`src/rtl/pong_pkg.sv`:
```
// Shared screen geometry, ball state encoding and direction type for the
// Pong ball engine.
package pong_pkg;

   localparam int H_RES   = 640;
   localparam int V_RES   = 480;
   localparam int BALL_SZ = 8;
   localparam int PAD_W   = 8;
   localparam int PAD_H   = 100;
   localparam int LPAD_X  = 32;
   localparam int RPAD_X  = 600;

   localparam logic [9:0] BALL_X0 = 10'd316;
   localparam logic [9:0] BALL_Y0 = 10'd236;

   typedef enum logic [1:0] {
      SERVE = 2'd0,
      PLAY  = 2'd1,
      SCORE = 2'd2,
      OVER  = 2'd3
   } ball_state_t;

   // Negative means left (x) or up (y); positive means right or down.
   typedef enum logic {
      DIR_NEG = 1'b0,
      DIR_POS = 1'b1
   } dir_t;

endpackage

```
`src/rtl/pong_ball_ctrl_if.sv`:
```
// Signal bundle between the ball engine and its neighbours.
// There is no valid/ready handshake here: paddle positions are level
// signals that the engine samples only on its movement tick, and every
// output is a registered level except point_l/point_r, which are one-clk
// pulses. dbg_state and dbg_tick expose the engine FSM and its tick.
interface pong_ball_ctrl_if;
   import pong_pkg::*;

   logic [9:0]  l_y;
   logic [9:0]  r_y;
   logic [9:0]  ball_x;
   logic [9:0]  ball_y;
   logic [3:0]  score_l;
   logic [3:0]  score_r;
   logic        point_l;
   logic        point_r;
   logic        game_over;
   ball_state_t dbg_state;
   logic        dbg_tick;

   // Ball engine side.
   modport master (
      input  l_y, r_y,
      output ball_x, ball_y, score_l, score_r, point_l, point_r, game_over,
      output dbg_state, dbg_tick
   );

   // Paddle controllers / renderer / score display side.
   modport slave (
      output l_y, r_y,
      input  ball_x, ball_y, score_l, score_r, point_l, point_r, game_over,
      input  dbg_state, dbg_tick
   );

endinterface

```
`src/rtl/pong_tick_gen.sv`:
```
// Free-running prescaler: tick is high for one clk every TICK_DIV clks,
// on the cycle the counter sits at TICK_DIV-1.
module pong_tick_gen #(
   parameter int TICK_DIV = 262144
) (
   input  logic clk,
   input  logic rst_n,
   output logic tick
);

   localparam int            CW   = (TICK_DIV > 1) ? $clog2(TICK_DIV) : 1;
   localparam logic [CW-1:0] LAST = CW'(TICK_DIV - 1);

   logic [CW-1:0] cnt_q;
   logic [CW-1:0] cnt_d;

   // Tick decode and wrap-around count.
   always_comb begin
      tick  = (cnt_q == LAST);
      cnt_d = tick ? '0 : cnt_q + 1'b1;
   end

   // Counter register.
   always_ff @(posedge clk) begin
      if (!rst_n) cnt_q <= '0;
      else        cnt_q <= cnt_d;
   end

endmodule

```
`src/rtl/pong_ball_ctrl.sv`:
```
// Ball motion and scoring engine: serves from centre, moves the ball one
// STEP per tick, reflects off walls and paddles, and scores misses.
module pong_ball_ctrl
   import pong_pkg::*;
#(
   parameter int TICK_DIV    = 262144,
   parameter int STEP        = 1,
   parameter int SERVE_TICKS = 64,
   parameter int MAX_SCORE   = 9
) (
   input logic              clk,
   input logic              rst_n,
   pong_ball_ctrl_if.master bus
);

   localparam int             SCW        = (SERVE_TICKS > 1) ? $clog2(SERVE_TICKS) : 1;
   localparam logic [SCW-1:0] SERVE_LAST = SCW'(SERVE_TICKS - 1);
   localparam logic [3:0]     MAX4       = 4'(MAX_SCORE);

   // Geometry constants widened to 11 bits so sums never wrap.
   localparam logic [10:0] S11   = 11'(STEP);
   localparam logic [10:0] BSZ   = 11'(BALL_SZ);
   localparam logic [10:0] HR    = 11'(H_RES);
   localparam logic [10:0] VR    = 11'(V_RES);
   localparam logic [10:0] RPX   = 11'(RPAD_X);
   localparam logic [10:0] LFACE = 11'(LPAD_X + PAD_W);
   localparam logic [10:0] PH    = 11'(PAD_H);

   ball_state_t    state_q,     state_d;
   logic [9:0]     ball_x_q,    ball_x_d;
   logic [9:0]     ball_y_q,    ball_y_d;
   dir_t           dir_x_q,     dir_x_d;
   dir_t           dir_y_q,     dir_y_d;
   logic [3:0]     score_l_q,   score_l_d;
   logic [3:0]     score_r_q,   score_r_d;
   logic [SCW-1:0] serve_cnt_q, serve_cnt_d;
   logic           point_l_q,   point_l_d;
   logic           point_r_q,   point_r_d;
   logic           game_over_q, game_over_d;

   logic        tick;
   logic [10:0] x11, y11, nx, ny, ly11, ry11;
   logic        hit_bot, hit_top, hit_r, hit_l, miss_r, miss_l;

   pong_tick_gen #(.TICK_DIV(TICK_DIV)) u_tick (
      .clk   (clk),
      .rst_n (rst_n),
      .tick  (tick)
   );

   // Candidate position and collision / miss detection for the current tick.
   always_comb begin
      x11     = {1'b0, ball_x_q};
      y11     = {1'b0, ball_y_q};
      ly11    = {1'b0, bus.l_y};
      ry11    = {1'b0, bus.r_y};
      nx      = (dir_x_q == DIR_POS) ? x11 + S11 : x11 - S11;
      ny      = (dir_y_q == DIR_POS) ? y11 + S11 : y11 - S11;
      hit_bot = (dir_y_q == DIR_POS) && (y11 + BSZ + S11 >= VR);
      hit_top = (dir_y_q == DIR_NEG) && (y11 < S11);
      hit_r   = (dir_x_q == DIR_POS) && (x11 + BSZ <= RPX) && (x11 + BSZ + S11 >= RPX)
                && (y11 + BSZ > ry11) && (y11 < ry11 + PH);
      hit_l   = (dir_x_q == DIR_NEG) && (x11 >= LFACE) && (x11 <= LFACE + S11)
                && (y11 + BSZ > ly11) && (y11 < ly11 + PH);
      miss_r  = (dir_x_q == DIR_POS) && (x11 + BSZ + S11 >= HR);
      miss_l  = (dir_x_q == DIR_NEG) && (x11 < S11);
   end

   // Next-state and datapath updates for the serve/play/score/over FSM.
   always_comb begin
      state_d     = state_q;
      ball_x_d    = ball_x_q;
      ball_y_d    = ball_y_q;
      dir_x_d     = dir_x_q;
      dir_y_d     = dir_y_q;
      score_l_d   = score_l_q;
      score_r_d   = score_r_q;
      serve_cnt_d = serve_cnt_q;
      point_l_d   = 1'b0;
      point_r_d   = 1'b0;
      case (state_q)
         SERVE: begin
            ball_x_d = BALL_X0;
            ball_y_d = BALL_Y0;
            if (tick) begin
               if (serve_cnt_q == SERVE_LAST) begin
                  serve_cnt_d = '0;
                  state_d     = PLAY;
               end else begin
                  serve_cnt_d = serve_cnt_q + 1'b1;
               end
            end
         end
         PLAY: begin
            if (tick) begin
               if (hit_bot) begin
                  ball_y_d = 10'(V_RES - BALL_SZ);
                  dir_y_d  = DIR_NEG;
               end else if (hit_top) begin
                  ball_y_d = '0;
                  dir_y_d  = DIR_POS;
               end else begin
                  ball_y_d = ny[9:0];
               end
               // On a miss x is left where it was; SCORE recentres it anyway.
               if (miss_r) begin
                  score_l_d = score_l_q + 4'd1;
                  point_l_d = 1'b1;
                  state_d   = SCORE;
               end else if (miss_l) begin
                  score_r_d = score_r_q + 4'd1;
                  point_r_d = 1'b1;
                  state_d   = SCORE;
               end else if (hit_r) begin
                  ball_x_d = 10'(RPAD_X - BALL_SZ);
                  dir_x_d  = DIR_NEG;
               end else if (hit_l) begin
                  ball_x_d = 10'(LPAD_X + PAD_W);
                  dir_x_d  = DIR_POS;
               end else begin
                  ball_x_d = nx[9:0];
               end
            end
         end
         SCORE: begin
            ball_x_d    = BALL_X0;
            ball_y_d    = BALL_Y0;
            dir_y_d     = DIR_POS;
            serve_cnt_d = '0;
            // Serve toward the player who just conceded.
            dir_x_d     = point_l_q ? DIR_POS : DIR_NEG;
            state_d     = ((score_l_q == MAX4) || (score_r_q == MAX4)) ? OVER : SERVE;
         end
         OVER: begin
            ball_x_d = BALL_X0;
            ball_y_d = BALL_Y0;
         end
         default: state_d = SERVE;
      endcase
      game_over_d = (state_d == OVER);
   end

   // State and datapath registers.
   always_ff @(posedge clk) begin
      if (!rst_n) begin
         state_q     <= SERVE;
         ball_x_q    <= BALL_X0;
         ball_y_q    <= BALL_Y0;
         dir_x_q     <= DIR_POS;
         dir_y_q     <= DIR_POS;
         score_l_q   <= '0;
         score_r_q   <= '0;
         serve_cnt_q <= '0;
         point_l_q   <= 1'b0;
         point_r_q   <= 1'b0;
         game_over_q <= 1'b0;
      end else begin
         state_q     <= state_d;
         ball_x_q    <= ball_x_d;
         ball_y_q    <= ball_y_d;
         dir_x_q     <= dir_x_d;
         dir_y_q     <= dir_y_d;
         score_l_q   <= score_l_d;
         score_r_q   <= score_r_d;
         serve_cnt_q <= serve_cnt_d;
         point_l_q   <= point_l_d;
         point_r_q   <= point_r_d;
         game_over_q <= game_over_d;
      end
   end

   assign bus.ball_x    = ball_x_q;
   assign bus.ball_y    = ball_y_q;
   assign bus.score_l   = score_l_q;
   assign bus.score_r   = score_r_q;
   assign bus.point_l   = point_l_q;
   assign bus.point_r   = point_r_q;
   assign bus.game_over = game_over_q;
   assign bus.dbg_state = state_q;
   assign bus.dbg_tick  = tick;

endmodule

```
`src/flat_wrapper.sv`:
```
// flat-port wrapper written by rule: the top's interface ports become plain ports
module pong_ball_ctrl_flat import pong_pkg::*;
#(
   parameter int TICK_DIV    = 262144,
   parameter int STEP        = 1,
   parameter int SERVE_TICKS = 64,
   parameter int MAX_SCORE   = 9
)
  (clk, rst_n, bus_l_y, bus_r_y, bus_ball_x, bus_ball_y, bus_score_l, bus_score_r, bus_point_l, bus_point_r, bus_game_over, bus_dbg_state, bus_dbg_tick);
  pong_ball_ctrl_if bus_i ();
  input logic clk;
  input logic rst_n;
  input wire logic [$bits(bus_i.l_y)-1:0] bus_l_y;
  input wire logic [$bits(bus_i.r_y)-1:0] bus_r_y;
  output wire logic [$bits(bus_i.ball_x)-1:0] bus_ball_x;
  output wire logic [$bits(bus_i.ball_y)-1:0] bus_ball_y;
  output wire logic [$bits(bus_i.score_l)-1:0] bus_score_l;
  output wire logic [$bits(bus_i.score_r)-1:0] bus_score_r;
  output wire logic [$bits(bus_i.point_l)-1:0] bus_point_l;
  output wire logic [$bits(bus_i.point_r)-1:0] bus_point_r;
  output wire logic [$bits(bus_i.game_over)-1:0] bus_game_over;
  output wire logic [$bits(bus_i.dbg_state)-1:0] bus_dbg_state;
  output wire logic [$bits(bus_i.dbg_tick)-1:0] bus_dbg_tick;
  assign bus_i.l_y = bus_l_y;
  assign bus_i.r_y = bus_r_y;
  assign bus_ball_x = bus_i.ball_x;
  assign bus_ball_y = bus_i.ball_y;
  assign bus_score_l = bus_i.score_l;
  assign bus_score_r = bus_i.score_r;
  assign bus_point_l = bus_i.point_l;
  assign bus_point_r = bus_i.point_r;
  assign bus_game_over = bus_i.game_over;
  assign bus_dbg_state = bus_i.dbg_state;
  assign bus_dbg_tick = bus_i.dbg_tick;
  pong_ball_ctrl #(.TICK_DIV(TICK_DIV), .STEP(STEP), .SERVE_TICKS(SERVE_TICKS), .MAX_SCORE(MAX_SCORE)) u_core (.clk(clk), .rst_n(rst_n), .bus(bus_i));
endmodule
```
`config.mk`:
```
export PLATFORM = sky130hd
export DESIGN_NAME = pong_ball_ctrl_flat
export DESIGN_NICKNAME = d
export VERILOG_FILES = /design/src/rtl/pong_pkg.sv /design/src/rtl/pong_ball_ctrl_if.sv /design/src/rtl/pong_tick_gen.sv /design/src/rtl/pong_ball_ctrl.sv /design/src/flat_wrapper.sv
export SDC_FILE = /design/constraint.sdc
export NUM_CORES = 1
export LEC_CHECK = 0
export ABC_CLOCK_PERIOD_IN_PS = 7630
export CAP_MARGIN = 15
export CORE_ASPECT_RATIO = 1.25
export CORE_MARGIN = 5
export CORE_UTILIZATION = 54
export CTS_CLUSTER_SIZE = 20
export DETAILED_ROUTE_END_ITERATION = 16
export GPL_ROUTABILITY_DRIVEN = 0
export PLACE_DENSITY = 0.85
export SLEW_MARGIN = 20
export SYNTH_ARGS = -nofsm -noshare
export SYNTH_HDL_FRONTEND = slang
export SYNTH_SLANG_ARGS = --single-unit
```
`constraint.sdc`:
```
create_clock -name clk -period 7.63 [get_ports clk]
set_clock_uncertainty 0.1 [all_clocks]
set_input_delay 1.1445 -clock clk [delete_from_list [all_inputs] [get_ports clk]]
set_output_delay 1.1445 -clock clk [all_outputs]
set_load 0.03 [all_outputs]
```
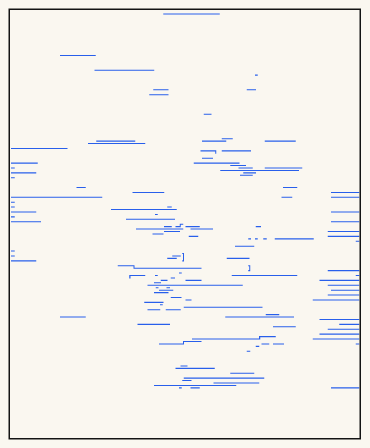
run_1/m3.png
nets with wire on the layer = 97
longest straight run = 26.2 um
main direction = horizontal
wire length on this layer = 827 um
Routed WL: 13200 um
via count: 5096

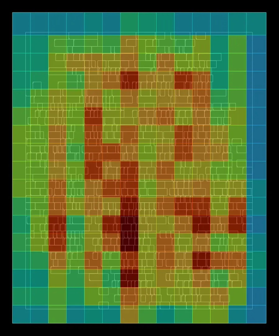
run_1/congestion_map.png
final core occ: 65.1%
M1 GR Usage: 27.7%

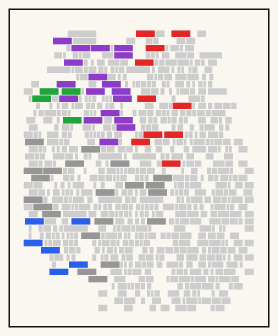
run_1/ff_map.png
Other sequential cells in the stronger grey, the rest of the logic in the fainter grey.
purple -> u_core.u_tick.cnt_q  # placed flops 18
red -> u_core.bus.ball_x  # placed flops 10
blue -> u_core.serve_cnt_q  # placed flops 6, where bottom left
green -> u_core.bus.score_l  # placed flops 4, where top left
not coloured = 21
sequential cell area share: 19.7%
Flop area: 0.00118 mm^2
seq pwr: 0.000311 W

==> results.txt, run 1 <==
fresh numbers from the pnr run: Chip Area, Yosys 0.00514 mm^2, clk_lat worst skew 320 ps, FF-to-FF Start u_core.bus.ball_y[4], antenna violations before repair 0, Non-clk invs 42, clk sinks 59, worst slack, placed 2910 ps, slew of the pin with the lowest slew margin 1030 ps, Post-Synth XOR/XNOR Area 8.18%, Yosys warning count 0, WP depth 15, met2 Resource Use GR 37.6%, drt first-iter violations 471, Logic area 0.00367 mm^2, Non-clk bufs 55, Hold Fails Final Rpt 0, FILL cells 744, # nets final 789, MUX area fraction 1.17%, Peak VDD IR 0.144 mV, Worst R2R End u_core.bus.ball_x[2], wire per inst 15.9 um, Via-to-Cell Ratio 6.12, logic gate share of total power 8.9%, Post-synth top cells nand2_1, ha_1, dfxtp_1, Post-synth EDFFs 0, share of layout cells above drive strength 1 4.23%, status finished, final reports clean, top cells, area dfxtp_1, ha_1, xnor2_1, total inserted antenna cells 0, flop count 59, clk tree area frac 4.85%, Simple-Gate Area Share 26.4%, non-clk buf share 9.16%, CP Launch Type input port, row count 39, Net Count, Synth 752, TAP cells 123, grt total ovfl 0, RSZ-0062 raised after global routing false, count leader, synth nand2_1, most used routing layer met2, HPWL after detailed placement 9540 um, Setup Buffers After CTS 0, Critical Path End Type flip-flop
run_1/pinout.png
Pins as bars across the die edge, other pins in grey.
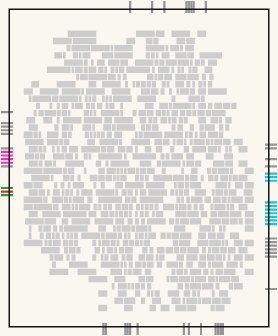

--- run 2 (diff from run 1) ---
--- a/config.mk
+++ b/config.mk
@@ -5,7 +5,7 @@
 export SDC_FILE = /design/constraint.sdc
 export NUM_CORES = 1
 export LEC_CHECK = 0
-export ABC_CLOCK_PERIOD_IN_PS = 7630
+export ABC_CLOCK_PERIOD_IN_PS = 4200
 export CAP_MARGIN = 15
 export CORE_ASPECT_RATIO = 1.25
 export CORE_MARGIN = 5
==> constraint.sdc (replaced) <==
create_clock -name clk -period 4.2 [get_ports clk]
set_clock_uncertainty 0.1 [all_clocks]
set_input_delay 0.63 -clock clk [delete_from_list [all_inputs] [get_ports clk]]
set_output_delay 0.63 -clock clk [all_outputs]
set_load 0.03 [all_outputs]
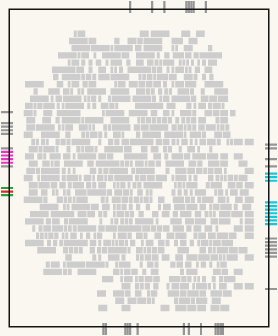
run_2/pinout.png
Pins as bars across the die edge, other pins in grey.
magenta -> bus_score_r  # pins 4, direction output, edge left
cyan -> bus_r_y  # pins 10, direction input, edge right
green -> bus_dbg_state  # pins 2, direction output, edge left
red -> bus_game_over  # pins 1, direction output, edge left
# port buffers: 55
DIE HEIGHT: 119 um
chip width: 97.3 um

==> results.txt, run 2 <==
fresh numbers from the pnr run: GRT Util Overall 23.6%, count leader, synth nand2_1, Peak VDD IR 0.280 mV (+95%), slew of the pin with the lowest slew margin 1000 ps (-26.9 ps), worst reg2reg path depth 13, grt total ovfl 0 (unchanged), FILL cells 734 (-1.3%), clk tree area frac 4.91% (+0.059 points), MUX area fraction 1.17% (unchanged), non-clk buf share 10.6% (+1.4 points), drt first-iter violations 574 (+22%), FF-to-FF Start u_core.bus.ball_y[5], clk_lat worst skew 330 ps (about the same), antenna violations before repair 0 (unchanged), M1 GR Usage 28.2% (+0.45 points), CTS clk-pin slew, worst paths 60 ps, Post-DRT Antenna Nets 0, top power group clock, Yosys warning count 0 (unchanged), share of layout cells above drive strength 1 6.08% (+1.9 points), final instance area 0.00611 mm^2, HP Start u_core.u_tick.cnt_q[0], fin cells 847, combinational fraction of the cell area 60.1%, Post-synth top cells nand2_1, ha_1, dfxtp_1, clk sinks 59 (unchanged), Hold Fails Final Rpt 0 (unchanged), via count 5207 (+2.2%), RSZ-0062 raised after global routing false, worst slack, placed -8.20 ps (-2920 ps), flop count 59 (unchanged), pwr dens 234 mW/mm^2, slowest cell delay on critical path 560 ps, wire per inst 16.2 um (+2.1%), WP depth 15 (unchanged), most used routing layer met2, Buf/Inv on CP 1, met2 Resource Use GR 41.4% (+3.8 points), status finished, final reports clean, sequential cell area share 19.3% (-0.34 points), seq pwr 0.000565 W (+82%), CP Launch Type input port, logic gate share of total power 8.7% (-0.2 points), Net Count, Synth 752 (unchanged), TAP cells 123 (unchanged), Leak 2.47 nW, final core occ 66.3% (+1.2 points), Post-synth EDFFs 0 (unchanged), Post-synth top flop dfxtp_1, Hold Path End u_core.u_tick.cnt_q[0], comb pwr 0.000125 W, top cells, area dfxtp_1, ha_1, xnor2_1, Hold WS 372 ps, Logic area 0.00367 mm^2 (unchanged), Synth area leader dfxtp_1, CP delay by family, top AND-OR/OR-AND gates, root buffer selected by CTS clkbuf_16, Post-Synth XOR/XNOR Area 8.18% (unchanged), Flops after synth 59, initial core utilization 55.8%, Slew headroom 32.9%, Routed WL 13700 um (+3.8%), Non-clk invs 42 (unchanged), Worst R2R End u_core.bus.ball_x[2], endpoints failing setup 0, row count 39 (unchanged), top cell category logic gates, Non-clk bufs 68 (+24%), # nets final 802 (+1.6%), HPWL after detailed placement 10100 um (+5.7%), Via-to-Cell Ratio 6.15 (+0.49%), met3 usage 4.27%, switching pwr 0.000342 W, total inserted antenna cells 0 (unchanged), Simple-Gate Area Share 26.4% (unchanged), Chip Area, Yosys 0.00514 mm^2 (unchanged), Critical Path End Type flip-flop, Flop area 0.00118 mm^2 (unchanged), Setup Buffers After CTS 0 (unchanged), Clock Buffer Count 9
--- run 3 (diff from run 2) ---
--- a/config.mk
+++ b/config.mk
@@ -6,7 +6,6 @@
 export NUM_CORES = 1
 export LEC_CHECK = 0
 export ABC_CLOCK_PERIOD_IN_PS = 4200
-export CAP_MARGIN = 15
 export CORE_ASPECT_RATIO = 1.25
 export CORE_MARGIN = 5
 export CORE_UTILIZATION = 54
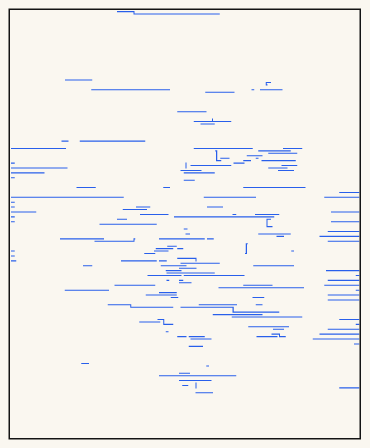
run_3/m3.png
share of all routed wire = 7.2%
longest straight run = 31.1 um
met3 usage: 4.27%
Routed WL: 13700 um
via count: 5207

==> results.txt, run 3 <==
fresh numbers from the pnr run: status finished, final reports clean, CP Launch Type input port, DIE HEIGHT 119 um (unchanged), HP Start u_core.u_tick.cnt_q[0], Leak 2.47 nW (unchanged), combinational gates 539, Setup Buffers After CTS 0 (unchanged), top cells, area dfxtp_1, ha_1, xnor2_1, fin cells 847 (unchanged), Simple-Gate Area Share 26.4% (unchanged), Post-synth top flop dfxtp_1, FILL cells 734 (unchanged), Post-DRT Antenna Nets 0 (unchanged), met2 Resource Use GR 41.4% (unchanged), Flop area 0.00118 mm^2 (unchanged), drt first-iter violations 574 (unchanged), Flops after synth 59 (unchanged), non-clk buf share 10.6% (unchanged), Post-Synth XOR/XNOR Area 8.18% (unchanged), CP delay by family, top AND-OR/OR-AND gates, Syn Std Cell Area 0.00514 mm^2, MUX area fraction 1.17% (unchanged), switching pwr 0.000342 W (unchanged), worst reg2reg path depth 13 (unchanged), clk tree area frac 4.91% (unchanged), Logic area 0.00367 mm^2 (unchanged), Peak VDD IR 0.280 mV (unchanged), initial core utilization 55.8% (unchanged), Critical Path End Type flip-flop, count leader, synth nand2_1, final instance area 0.00611 mm^2 (unchanged), root buffer selected by CTS clkbuf_16, chip width 97.3 um (unchanged), slowest cell delay on critical path 560 ps (about the same), Chip Area, Yosys 0.00514 mm^2 (unchanged), clk_lat worst skew 330 ps (about the same), CTS clk-pin slew, worst paths 60 ps (about the same), Clock Buffer Count 9 (unchanged), GRT Util Overall 23.6% (unchanged), top cell category logic gates, FF-to-FF Start u_core.bus.ball_y[5], most used routing layer met2, flop count 59 (unchanged), Hold Fails Final Rpt 0 (unchanged), Slew headroom 32.9% (unchanged), Yosys warning count 0 (unchanged), RSZ-0062 raised after global routing false, M1 GR Usage 28.2% (unchanged), antenna violations before repair 0 (unchanged), row count 39 (unchanged), grt total ovfl 0 (unchanged), seq pwr 0.000565 W (about the same), Net Count, Synth 752 (unchanged), pwr dens 234 mW/mm^2 (unchanged), HPWL after detailed placement 10100 um (unchanged), total inserted antenna cells 0 (unchanged), Post-synth top cells nand2_1, ha_1, dfxtp_1, TAP cells 123 (unchanged), endpoints failing setup 0 (unchanged), clk sinks 59 (unchanged), Synth area leader dfxtp_1, slew of the pin with the lowest slew margin 1000 ps (unchanged), logic gate share of total power 8.7% (about the same), Worst R2R End u_core.bus.ball_x[2], Hold Path End u_core.u_tick.cnt_q[0], sequential cell area share 19.3% (unchanged)
Power and IR drop assume default switching activity.
